## config.mk

```make
export PLATFORM = sky130hd
export DESIGN_NAME = freqin
export DESIGN_NICKNAME = d
export VERILOG_FILES = /design/src/rtl/freqin.sv
export SDC_FILE = /design/constraint.sdc
export NUM_CORES = 1
export LEC_CHECK = 0
export CAP_MARGIN = 30
export CORE_MARGIN = 1.5
export CORE_UTILIZATION = 50
export CTS_CLUSTER_SIZE = 12
export DETAILED_ROUTE_END_ITERATION = 6
export PLACE_DENSITY_LB_ADDON = 0.15
export SYNTH_ARGS = -nofsm -noshare
export SYNTH_HDL_FRONTEND = slang
export SYNTH_SLANG_ARGS = --single-unit
```

## constraint.sdc

```tcl
create_clock -name clk -period 2.9 [get_ports clk]
set_clock_uncertainty 0.05 [all_clocks]
set_input_delay 0.58 -clock clk [delete_from_list [all_inputs] [get_ports clk]]
set_output_delay 0.58 -clock clk [all_outputs]
set_load 0.02 [all_outputs]
```

## src/rtl/freqin.sv

```systemverilog
// rtl/freqin.sv - period measurement of an asynchronous square wave
// Synchronize, deglitch, then time the spacing of accepted rising edges.
module freqin #(
    parameter int          SYNC_STAGES = 2,
    parameter int          FILTER      = 4,
    parameter logic [31:0] TIMEOUT     = 32'd50_000_000
) (
    input  logic        clk,
    input  logic        rst,
    input  logic        freq_in,
    output logic [31:0] period,
    output logic        valid,
    output logic        timeout,
    output logic [15:0] edge_count
);

    localparam int            FW   = (FILTER > 1) ? $clog2(FILTER) : 1;
    localparam logic [FW-1:0] FLIM = FW'(FILTER - 1);

    typedef enum logic {
        IDLE,
        MEASURE
    } state_t;

    logic [SYNC_STAGES-1:0] sync_q;
    logic                   synced;
    logic                   filt_q;
    logic                   filt_d;
    logic [FW-1:0]          fcnt;
    logic                   rise;

    state_t      state, state_n;
    logic [31:0] cnt, cnt_n;
    logic [31:0] period_n;
    logic        valid_n;
    logic        timeout_n;
    logic [15:0] edges_n;

    always_ff @(posedge clk or posedge rst) begin
        if (rst) begin
            sync_q <= '0;
        end else begin
            sync_q <= {sync_q[SYNC_STAGES-2:0], freq_in};
        end
    end

    assign synced = sync_q[SYNC_STAGES-1];

    // The filtered level only moves after FILTER consecutive disagreeing samples.
    always_ff @(posedge clk or posedge rst) begin
        if (rst) begin
            filt_q <= 1'b0;
            filt_d <= 1'b0;
            fcnt   <= '0;
        end else begin
            filt_d <= filt_q;
            if (synced == filt_q) begin
                fcnt <= '0;
            end else if (fcnt == FLIM) begin
                filt_q <= synced;
                fcnt   <= '0;
            end else begin
                fcnt <= fcnt + 1'b1;
            end
        end
    end

    assign rise = filt_q & ~filt_d;

    always_ff @(posedge clk or posedge rst) begin
        if (rst) begin
            state      <= IDLE;
            cnt        <= '0;
            period     <= '0;
            valid      <= 1'b0;
            timeout    <= 1'b0;
            edge_count <= '0;
        end else begin
            state      <= state_n;
            cnt        <= cnt_n;
            period     <= period_n;
            valid      <= valid_n;
            timeout    <= timeout_n;
            edge_count <= edges_n;
        end
    end

    // Leaving MEASURE at TIMEOUT keeps the counter from ever passing it.
    always_comb begin
        state_n   = state;
        cnt_n     = cnt;
        period_n  = period;
        valid_n   = 1'b0;
        timeout_n = timeout;
        edges_n   = rise ? edge_count + 16'd1 : edge_count;
        case (state)
            IDLE: begin
                if (rise) begin
                    cnt_n   = 32'd1;
                    state_n = MEASURE;
                end
            end
            MEASURE: begin
                if (rise) begin
                    period_n  = cnt;
                    valid_n   = 1'b1;
                    timeout_n = 1'b0;
                    cnt_n     = 32'd1;
                end else if (cnt == TIMEOUT) begin
                    period_n  = '0;
                    timeout_n = 1'b1;
                    cnt_n     = '0;
                    state_n   = IDLE;
                end else begin
                    cnt_n = cnt + 32'd1;
                end
            end
        endcase
    end

endmodule

```

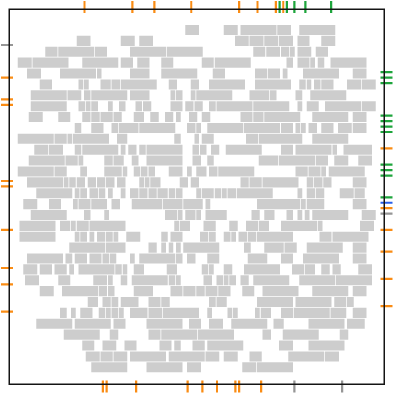
run_1/pins.png
(4 px per um) Pins as bars across the die edge, other pins in grey.
- green: `edge_count` (pins 16; direction output; edge 11 east, 5 north)
- orange: `period` (pins 32; direction output; edge 9 west, 9 south, 8 north, 6 east)
- blue: `timeout` (pins 1; direction output; edge east)

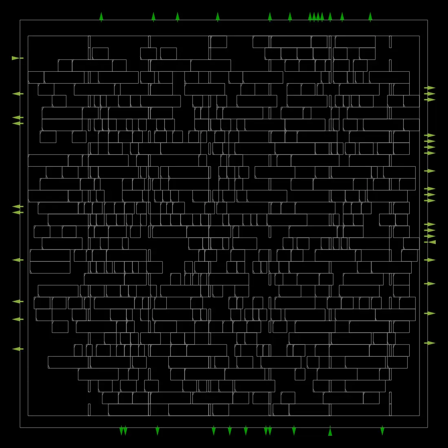
run_1/final_placement.png
Seq area share: 0.4510
core area: 0.007807 sq mm
# fillers: 672
Finished Core Util: 0.6325
Seq cells: 89

==> results.cfg, run 1 <==
; synthesis and place-and-route metrics
[critical_path]
cp-end-kind = flop
crit_cells = 5
rr_worst_depth = 5
r2r_slack_ns = 0.57
crit_family = simple AND/OR/NAND/NOR gates
worstPathRequired_ns = 3.09
path_cells = or4b_1 > nor4_4 > a21oi_1 > nand2b_4 > a22o_1
arrival_ns = 2.52
worst-path-buf-inv = 0
r2r_end = period[9]$_DFFE_PP0P_
worstSetupStartpointType = flop

[synth]
ys.flops = 89
synthCells = 388
yosysCellCount = 388
synth.lib_cells_used.distinct = 45
simple_gate_area_frac = 0.1914
synth_warnings = 0
aoi_share = 0.1650
floorplan.nets = 395
synthXorXnorAreaFrac = 0.04287
postSynthSeqShare = 0.5450
fa_ha_area_frac = 0.01225
synth-edff-count = 0
area_leaders = dfrtp_1 (55%), a22o_1 (6.9%), nand2_1 (4.6%), a31oi_1 (3.4%), xnor2_1 (3.0%)
top_cell_area_share = 0.5450
ys_dominant_reg_cell = dfrtp_1
synth_chip_area_sq_mm = 0.004086
async_reset_ff_frac = 1.000
netlist_area_sq_mm = 0.004086

[layout]
buffers = 65
comb_cells = 267
lay_top_count = dfrtp_1
reg_top3 = cnt (32), period (32), edge_count (16)
final_cell_area_sq_mm = 0.004938
sh_comb_area = 0.3468
lay_top_cells = dfrtp_1 (89), clkdlybuf4s50_1 (52), nand2_1 (50)
clkbuf_count = 10
final_cells = 543
drive_gt1_frac = 0.08163
regArea_sq_mm = 0.002227
comb_area_sq_mm = 0.001713

[global_routing]
grt_use_met1 = 0.3340
grt_max_degree = 55
grt_pass1_wl_um = 16050
grt-busiest-layer = met2
grt_util_met2 = 0.3726
use_met3 = 0.04065

[final_timing]
period_used_share = 0.8029
setup_viol = 0
hold_viol = 0
fin_setup_tns_ns = 0

[clocking]
clkTransAtPathRegs_ns = 0.09
clk_path_buf_depth = 2
clk-insertion-delay-late_ns = 0.36
cts_hold_buf = 0
root_buffer = clkbuf_8
htreeDepth = 3
cts_tree = built
ctsResizeCount = 0

[run]
cap_violations = 0
warnings = 27

[power_and_ir_drop]
power.total_mw = 3.380
powerComb_uw = 935
swShare = 0.3396
power.internal_mw = 2.232
powerDensity_mw_per_mm2 = 684.4
switching_power_mw = 1.148
power_leader = sequential cells
leakagePower_nw = 2.132

[detailed_routing]
dr.max_layer_used = met4
ant_nets = 0
viasPerCell = 6.028
drc = 0
drt_iter0_drc = 292
wl_met2_um = 4676
dr_wl_met3_um = 417
m1WireLength_um = 4397

[placed_design]
gp_congestion = 0.8497
dpl_cell_area_sq_mm = 0.004721
place_ws_ns = 0.5861
io_buffers = 52

[die]
chipWidth_um = 93.41
chip_area_sq_mm = 0.008724
io_pins = 53

[min_path]
min_to = sync_q[1]$_DFF_PP0_
worstHoldPathCells = 0
min_path_type = flop to flop

[outcome]
run_status = complete, no violations
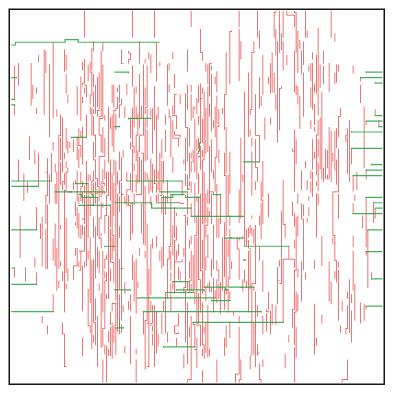
run_1/metal_stack.png
(4 px per um) Only two layers are drawn.
- red: met2 (wire length 4680 um)
- green: met3 (wire length 418 um)
GRT Resource Usage Total: 0.2380
vias: 3273
WL/cell: 17.74 um
Routed WL: 9634 um

run_1/drive_strength.png
(4 px per um)
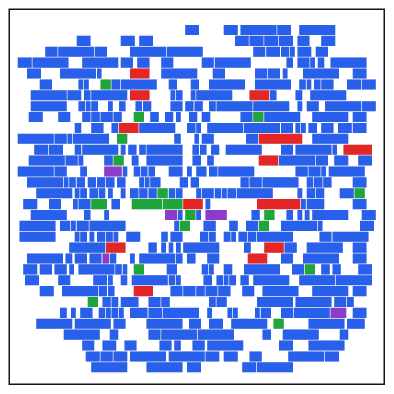

## Run 2: what changed since run 1
clock period = 2.1 ns   (was 2.9 ns; I/O delays follow)
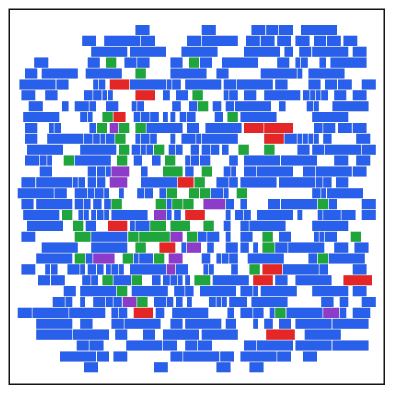
run_2/drive_strength.png
(4 px per um)
- red: drive 6 and up (cells 15; share 3.1%)
- blue: drive 1 or less (cells 397; share 83%)
- purple: drive 2 (cells 12; share 2.5%)
- green: drive 3 to 4 (cells 54; share 11%)

==> results.cfg, run 2 <==
; synthesis and place-and-route metrics
[synth]
aoi_share = 0.1650
synthCells = 388
floorplan.nets = 395
ys_dominant_reg_cell = dfrtp_1
async_reset_ff_frac = 1.000
simple_gate_area_frac = 0.1914
netlist_area_sq_mm = 0.004086
postSynthSeqShare = 0.5450
top_cell_area_share = 0.5450
fa_ha_area_frac = 0.01225
yosysCellCount = 388

[outcome]
run_status = complete, no violations

[critical_path]
worstSetupStartpointType = flop
path_cells = or4_4 > nor4_4 > a21oi_2 > nand2b_4 > a22o_1
worst-path-buf-inv = 0
crit_family = simple AND/OR/NAND/NOR gates
r2r_slack_ns = 0.005
worstPathRequired_ns = 2.30
rr_worst_depth = 5
crit_cells = 5

[clocking]
cts_tree = built
cts_hold_buf = 0
ctsResizeCount = 3
clk-insertion-delay-late_ns = 0.35
htreeDepth = 3
root_buffer = clkbuf_8

[min_path]
min_path_type = flop to flop
worstHoldPathCells = 0

[die]
io_pins = 53

[layout]
final_cell_area_sq_mm = 0.005243
seq_cells = 89
n_fill_cell = 641
lay_top_cells = dfrtp_1 (89), clkdlybuf4s50_1 (52), nand2_1 (48)
sh_comb_area = 0.3372
regArea_sq_mm = 0.002227
comb_cells = 268

[power_and_ir_drop]
power_leader = sequential cells
switching_power_mw = 1.659
powerComb_mw = 1.48
power.internal_mw = 2.910
swShare = 0.3631
powerDensity_mw_per_mm2 = 871.5

[final_timing]
fin_setup_tns_ns = 0
period_used_share = 0.9977

[detailed_routing]
wl_per_cell_um = 17.54
drt_iter0_drc = 241
viasPerCell = 6.007
wl_met2_um = 4724
vias = 3484
dr_wl_met3_um = 585

[placed_design]
io_buffers = 52
place_ws_ns = -0.1258
gp_congestion = 0.8942

[global_routing]
use_met3 = 0.05285
grt_use_met1 = 0.3371
grt-busiest-layer = met2
grt_max_degree = 25
grt_util_met2 = 0.3798
grt_pass1_wl_um = 16330
track_usage = 0.2437

[run]
cap_violations = 0
run_2/metal_stack.png
(4 px per um) Only two layers are drawn.
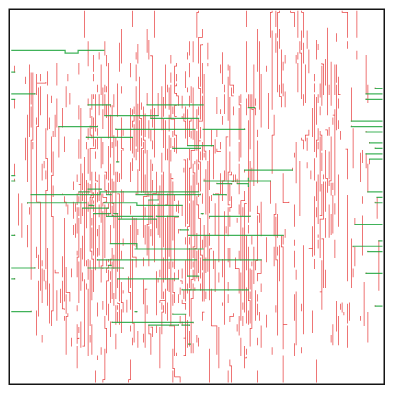

## Run 3: what changed since run 2
CAP_MARGIN = 20   (was 30)
RECOVER_POWER = 100   (was not set)
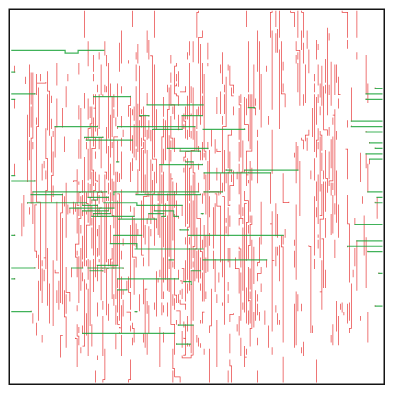
run_3/metal_stack.png
(4 px per um) Only two layers are drawn.
- red: met2 (wire length 4770 um)
- green: met3 (wire length 594 um)

==> results.cfg, run 3 <==
; synthesis and place-and-route metrics
[global_routing]
grt_pass1_wl_um = 16330
track_usage = 0.2437
grt-busiest-layer = met2
grt_util_met2 = 0.3798
use_met3 = 0.05285
grt_use_met1 = 0.3371

[synth]
synth_warnings = 0
simple_gate_area_frac = 0.1914
ys_dominant_reg_cell = dfrtp_1
area_leaders = dfrtp_1 (55%), a22o_1 (6.9%), nand2_1 (4.6%), a31oi_1 (3.4%), xnor2_1 (3.0%)
synth-edff-count = 0
fa_ha_area_frac = 0.01225
netlist_area_sq_mm = 0.004086
async_reset_ff_frac = 1.000
postSynthSeqShare = 0.5450
top_cell_area_share = 0.5450
synth.lib_cells_used.distinct = 45
floorplan.nets = 395
ys.flops = 89
aoi_share = 0.1650
yosysCellCount = 388

[power_and_ir_drop]
switching_power_mw = 1.654
power.total_mw = 4.491
power.internal_mw = 2.837
powerComb_mw = 1.41
power_leader = sequential cells
powerDensity_mw_per_mm2 = 867.2

[detailed_routing]
drt_iter0_drc = 253
m1WireLength_um = 4616
routed_wl_um = 10160
viasPerCell = 5.971
vias = 3463
drc = 0
dr.max_layer_used = met4

[critical_path]
worst-path-buf-inv = 1
crit_family = simple AND/OR/NAND/NOR gates
crit_cells = 6
arrival_ns = 2.29
path_cells = or4_4 > nor4_4 > a21oi_2 > clkbuf_2 > a41oi_1 > a31oi_1
rr_worst_depth = 6
worstSetupStartpointType = flop
worstPathRequired_ns = 2.28
r2r_slack_ns = -0.01

[outcome]
violations = negative setup slack
run_status = finished with violations

[run]
cap_violations = 0
warnings = 28

[die]
chipWidth_um = 93.41
io_pins = 53
core_area_sq_mm = 0.007807

[clocking]
root_buffer = clkbuf_8
cts_hold_buf = 0
clk_path_buf_depth = 2
cts_tree = built
clkTransAtPathRegs_ns = 0.09
htreeDepth = 3

[layout]
final_core_util = 0.6633
sh_comb_area = 0.3414
seq_cells = 89
comb_area_sq_mm = 0.001768
drive_gt1_frac = 0.1653
clkbuf_count = 11
comb_cells = 268
lay_top_count = dfrtp_1
n_fill_cell = 655
seq_share = 0.4301

[final_timing]
fin_ws_ns = -0.01025
setup_viol = 1
fin_setup_tns_ns = -0.01025
hold_viol = 0

[placed_design]
dpl_cell_area_sq_mm = 0.005005
place_ws_ns = -0.1258

[min_path]
min_to = sync_q[1]$_DFF_PP0_
worstHoldPathCells = 0

==> layout pictures side by side <==
I/O nets highlighted.
(3 px per um)
picture 1
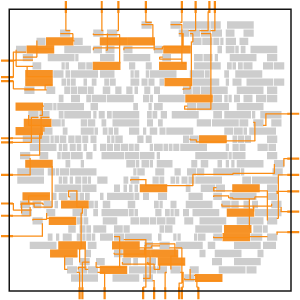
picture 2
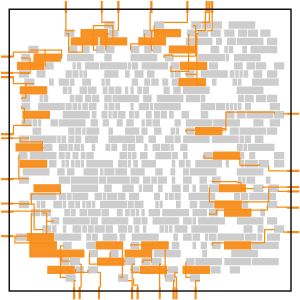
| picture | from |
|---|---|
| picture 2 | run 3 |
| picture 1 | run 1 |

Key to picture 2:
- orange: `period` (bits 32; direction output; edge 9 west, 9 south, 8 north, 6 east; end cells 32; buffers 32; wire 829 um)

